run_1/route_heat.png
Drawn at 4 px/µm. The die is cut into 17 by 17 equal tiles; dark blue is low, red is high, scaled to the fullest tile. Values are wire area over tile area, all layers added.
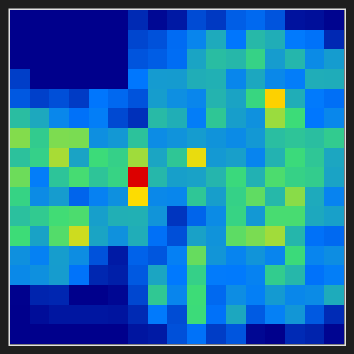
run_1/pinout.png
Drawn at 6 px/µm. Pins as bars across the die edge, other pins in grey.
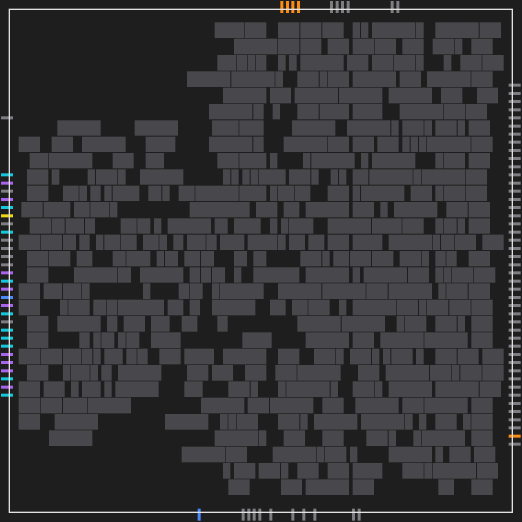
run_1/congestion_map.png
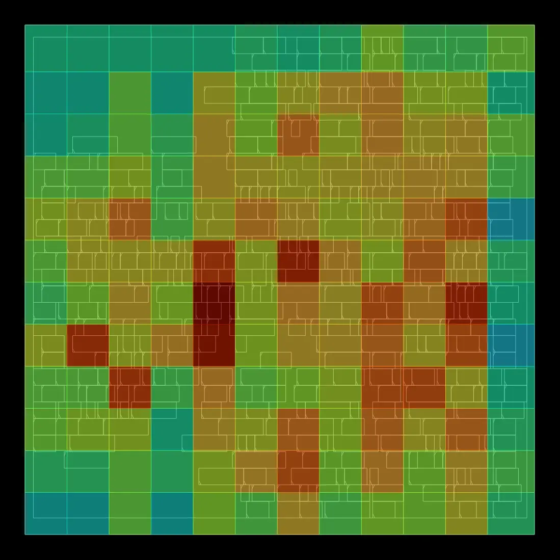
Design clause_loader, sky130hd; sources not shown.
==> out/metrics.yaml, run 1 <==
status: "completed"
drc: 0
nWellTaps: 77
met3_usage_pct: 6.231
edf_count: 0
drv_slew: 0
critPathSlowestCell: "clkdlybuf4s50_1"
wl_met1_um: 3295
ant_nets: 0
fin_hold_ws_ns: 0.3515
relSlewSlack_pct: 72.31
postCtsSetupBuffers: 0
core_um2: 6386
simple_gate_area_share_pct: 19.03
ys_sh_adder_pct: 2.799
grt_pass1_vias: 2554
fp-utilization_pct: 49.00
async_flop_share_pct: 0
clkbuf_count: 10
syn_area_per_cell_um2: 9.628
cp.required_ns: 1.98
synth_cell_types: 42
lay_top_cells: "clkdlybuf4s50_1 (94), dfxtp_1 (74), nand2_1 (68), mux2i_1 (51), nor2_1 (16)"
drtPass1Iterations: 4
postCtsHoldBufs: 0
yosysTopAreaCellShare_pct: 47.34
total_power_mw: 2.349
die_area_um2: 6988
grt_max_degree: 64
p_leak_nw: 1.798
worstPathMaxFanout: 5
post-place-ws_ns: 0.09100
mostFrequentLayoutCell: "clkdlybuf4s50_1"
p_seq_mw: 1.20
cp.depth: 3
fin_crit_ns: 2.390
hold_viol_final: 0
finalCritPeriodShare_pct: 91.92
drive_gt1_share_pct: 8.551
met2WireLength_um: 3513
antenna_found_initial: 0
root_buffer: "clkbuf_8"
finalSetupViolCount: 0
hold-path-cell-count: 2
first_iter_violations: 102
cts.path.max_buffers: 2
nNonClkBuffers: 106
p_seq_share_pct: 51.1
synth_flops: 74
crit_type: "in -> out"
ir_drop_v: 0.0003253
final_util_pct: 67.59
tns_ns: 0
wl_met3_um: 528
comb_cells: 212
timing.fmax_ghz: 0.4184
viasPerCell: 5.321
clk_share_pct: 4.348
buf_share_pct: 24.46
synth_cells: 325
largest_register_ffs: 10
fin_nets: 438
inverters_excl_clock: 13
top_area_cell: "dfxtp_1"
pwr-share-comb_pct: 13.6
worstRegToRegCells: 8
ys_seq_share_pct: 47.34
place_hpwl_um: 5289
p_int_mw: 1.715
ys_sh_mux_pct: 16.67
synthFlopType: "dfxtp_1"
p_clk_share_pct: 35.3
worstSkewPairLatency_ns: 0.35
top_cells_by_area: "dfxtp_1 (47%), mux2i_1 (16%), nand2_1 (8.2%), ha_1 (2.8%), buf_4 (2.6%)"
area_growth_pct: 37.94
clk_pin_slew_worst_paths_ns: 0.07
swShare_pct: 27.00
place_area_um2: 4129
critical-path-max-stage-delay_ns: 0.55
xor_share_pct: 2.239
grt_pass1_wl_um: 11940
gr-total-overflow: 0
routed.top_layer: "met4"
powerComb_mw: 0.319
logic_area_um2: 1446
fillers: 501
maxCapViolCount: 0
crit_chain: "clkdlybuf4s50_1, nor3_1, clkdlybuf4s50_1"
cts_buffers: 9
io_pins: 95
dp.cells: 482
seq_cell_count: 74
power_density_nw_per_um2: 544.2
fp_nets: 347
antenna_cells: 0
power_clock_mw: 0.830
most_common_cell: "dfxtp_1"
netlist_area_um2: 3129
rsz0062_at_grt: "no"
max_slew.worst_pin.slew_ns: 0.4126
top_logic_kind: "simple AND/OR/NAND/NOR gates"
cp_top_family: "buffers and inverters"
final_area_um2: 4317
power_switching_mw: 0.6342
largestPowerGroup: "registers"
sh_seq_area_pct: 34.32
ys_area_um2: 3129
cts_tree: "yes"
clock-sinks: 74
synth_stat.cells: 325
worstSetupStartpointType: "input port"
crit_top_cell: "clkdlybuf4s50_1"
critPathArrivalTime_ns: 1.77
largest_cell_class: "flip-flops and latches"
tool_warnings: 30
layout_setup_ws_ns: 0.2101
cts_htree_levels: 3
finalNonFillerCells: 498
final-seq-area_um2: 1481
critPathBufInv: 2
common_cells: "dfxtp_1 (74), nand2_1 (68), mux2i_1 (51), nor2_1 (17), inv_1 (13)"
synth-compound-area-share_pct: 4.958
row_count: 29
-- route_heat.png (at the start) --
tiles over half the peak: 9.7%
nearly empty tiles: 14%
mean over tiles: 0.17
fullest tile: 0.62
emptiest ninth of the die: upper left
final WL: 7497 µm
vias: 2650

-- pinout.png (at the start) --
[`db_addr`] purple | pins: 9 | direction: output | edge: left
[`load_done`] yellow | pins: 1 | direction: input | edge: left
[`err_code`] blue | pins: 2 | direction: output | edge: 1 bottom, 1 left
[`mask_out`] orange | pins: 5 | direction: output | edge: 4 top, 1 right
[`clause_count`] cyan | pins: 10 | direction: output | edge: left
Die W: 83.60 µm
IO Port Bufs: 94
die y size: 83.60 µm

-- congestion_map.png (at the start) --
busiest grt layer: met2
met1 usage: 25.40%
routing usage on met2: 36.29%
GR Util All Layers: 22.32%
Wirelength per Cell: 15.05 µm

run_1/m2.png
Drawn at 6 px/µm.
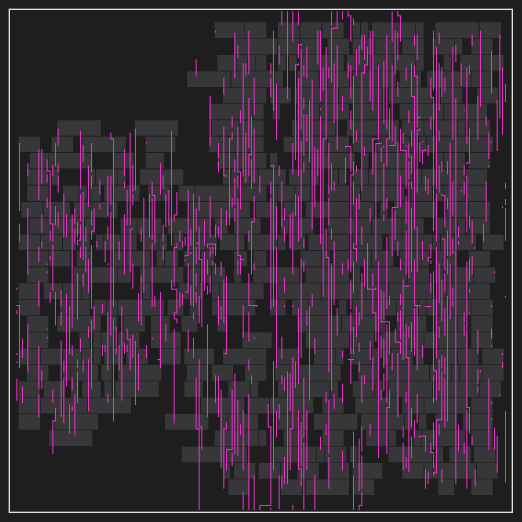

## Run 2: what changed since run 1
Settings changed: CELL_PAD_IN_SITES_DETAIL_PLACEMENT from default to 1, CELL_PAD_IN_SITES_GLOBAL_PLACEMENT from default to 1, CORE_UTILIZATION 47 to 35.
run_2/m2.png
Drawn at 4 px/µm.
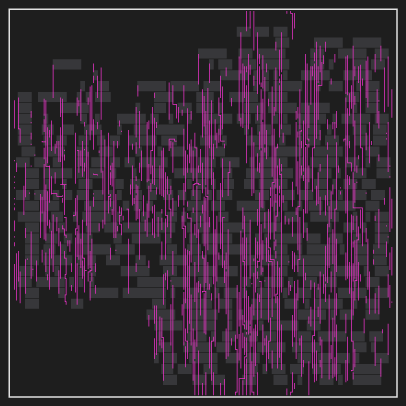
nets with wire on the layer: 413
longest straight run: 34.3 µm
routing usage on met2: 35.62%
vias: 2678
final WL: 8964 µm

run_2/route_heat.png
Drawn at 4 px/µm. The die is cut into 19 by 19 equal tiles; dark blue is low, red is high, scaled to the fullest tile. Values are wire area over tile area, all layers added.
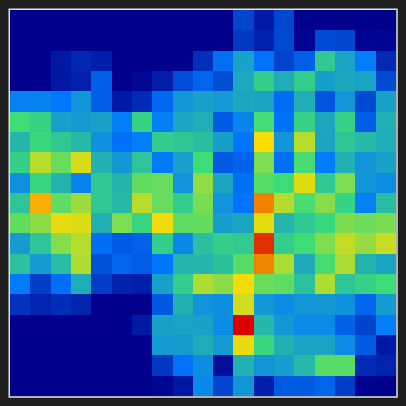
mean over tiles: 0.15
fullest tile: 0.52
tiles over half the peak: 18%
emptiest ninth of the die: lower left
nearly empty tiles: 20%
Wirelength per Cell: 16.88 µm
GR Util All Layers: 20.78%

run_2/pinout.png
Drawn at 4 px/µm. Pins as bars across the die edge, other pins in grey.
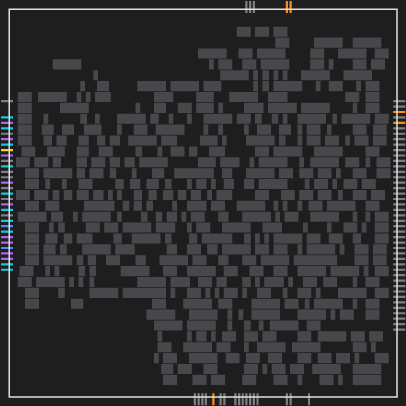
[`db_addr`] purple | pins: 9 | direction: output | edge: left
[`clause_count`] cyan | pins: 10 | direction: output | edge: left
[`mask_out`] orange | pins: 5 | direction: output | edge: 2 right, 2 top, 1 bottom
[`err_code`] blue | pins: 2 | direction: output | edge: left
[`load_done`] yellow | pins: 1 | direction: input | edge: left
die y size: 96.56 µm
Die W: 96.56 µm

==> out/metrics.yaml, run 2 <==
seq_cell_count: 74  # unchanged
edf_count: 0  # unchanged
synth_cells: 325  # unchanged
largest_register_ffs: 10  # unchanged
fin_crit_ns: 2.483  # +0.09311 ns
top_cells_by_area: "dfxtp_1 (47%), mux2i_1 (16%), nand2_1 (8.2%), ha_1 (2.8%), buf_4 (2.6%)"
hold-path-cell-count: 2  # unchanged
worstSetupStartpointType: "input port"
antenna_found_initial: 0  # unchanged
clk_pin_slew_worst_paths_ns: 0.08  # about the same
syn_area_per_cell_um2: 9.628  # unchanged
drive_gt1_share_pct: 9.220  # +0.67 points
post-place-ws_ns: -0.1632  # -0.2542 ns
status: "completed"
clock-sinks: 74  # unchanged
gr-total-overflow: 0  # unchanged
synth_cell_types: 42  # unchanged
drv_slew: 0  # unchanged
postCtsHoldBufs: 0  # unchanged
tns_ns: 0  # unchanged
ir_drop_v: 0.0002676  # -18%
first_iter_violations: 53  # -48%
final_util_pct: 50.69  # -17 points
drc: 0  # unchanged
total_power_mw: 2.546  # +8.4%
fp-utilization_pct: 36.06  # -13 points
met3_usage_pct: 5.399  # -0.83 points
ys_sh_mux_pct: 16.67  # unchanged
fp_nets: 347  # unchanged
crit_top_cell: "clkdlybuf4s50_1"
cts.path.max_buffers: 2  # unchanged
timing.fmax_ghz: 0.4027  # -3.7%
sh_seq_area_pct: 33.67  # -0.64 points
synth-compound-area-share_pct: 4.958  # unchanged
ys_area_um2: 3129  # unchanged
mostFrequentLayoutCell: "clkdlybuf4s50_1"
cp.depth: 3  # unchanged
worstSkewPairLatency_ns: 0.34  # about the same
p_leak_nw: 1.832  # +1.9%
async_flop_share_pct: 0  # unchanged
layout_setup_ws_ns: 0.1170  # -0.09311 ns
fin_hold_ws_ns: 0.3564  # +0.004878 ns
maxCapViolCount: 0  # unchanged
io_pins: 95  # unchanged
place_area_um2: 4155  # +0.64%
simple_gate_area_share_pct: 19.03  # unchanged
buf_share_pct: 24.06  # -0.40 points
met2WireLength_um: 4399  # +25%
dp.cells: 513  # +6.4%
core_um2: 8678  # +36%
powerComb_mw: 0.326  # +2%
p_seq_mw: 1.20  # about the same
critPathSlowestCell: "clkdlybuf4s50_1"
crit_chain: "clkdlybuf4s50_1, nor3_1, clkdlybuf4s50_1"
power_clock_mw: 1.02  # +20%
most_common_cell: "dfxtp_1"
top_logic_kind: "simple AND/OR/NAND/NOR gates"
finalNonFillerCells: 531  # +6.6%
globalRouteMet1Util_pct: 23.97  # -1.4 points
cts_buffers: 9  # unchanged
rsz0062_at_grt: "no"
top_area_cell: "dfxtp_1"
critPathArrivalTime_ns: 1.86  # +0.09 ns
yosysTopAreaCellShare_pct: 47.34  # unchanged
final-seq-area_um2: 1481  # unchanged
relSlewSlack_pct: 65.06  # -7.3 points
comb_cells: 212  # unchanged
cp.required_ns: 1.98  # about the same
wl_met3_um: 595  # +13%
worstRegToRegCells: 5  # -3
largest_cell_class: "flip-flops and latches"
finalCritPeriodShare_pct: 95.50  # +3.6 points
grt_max_degree: 64  # unchanged
p_int_mw: 1.880  # +9.6%
nWellTaps: 108  # +40%
grt_pass1_wl_um: 14100  # +18%
common_cells: "dfxtp_1 (74), nand2_1 (68), mux2i_1 (51), nor2_1 (17), inv_1 (13)"
postCtsSetupBuffers: 0  # unchanged
root_buffer: "clkbuf_8"
synth_stat.cells: 325  # unchanged
busiest_layer: "met2"
No activity file was given, so power comes from the tool's default toggle rates.
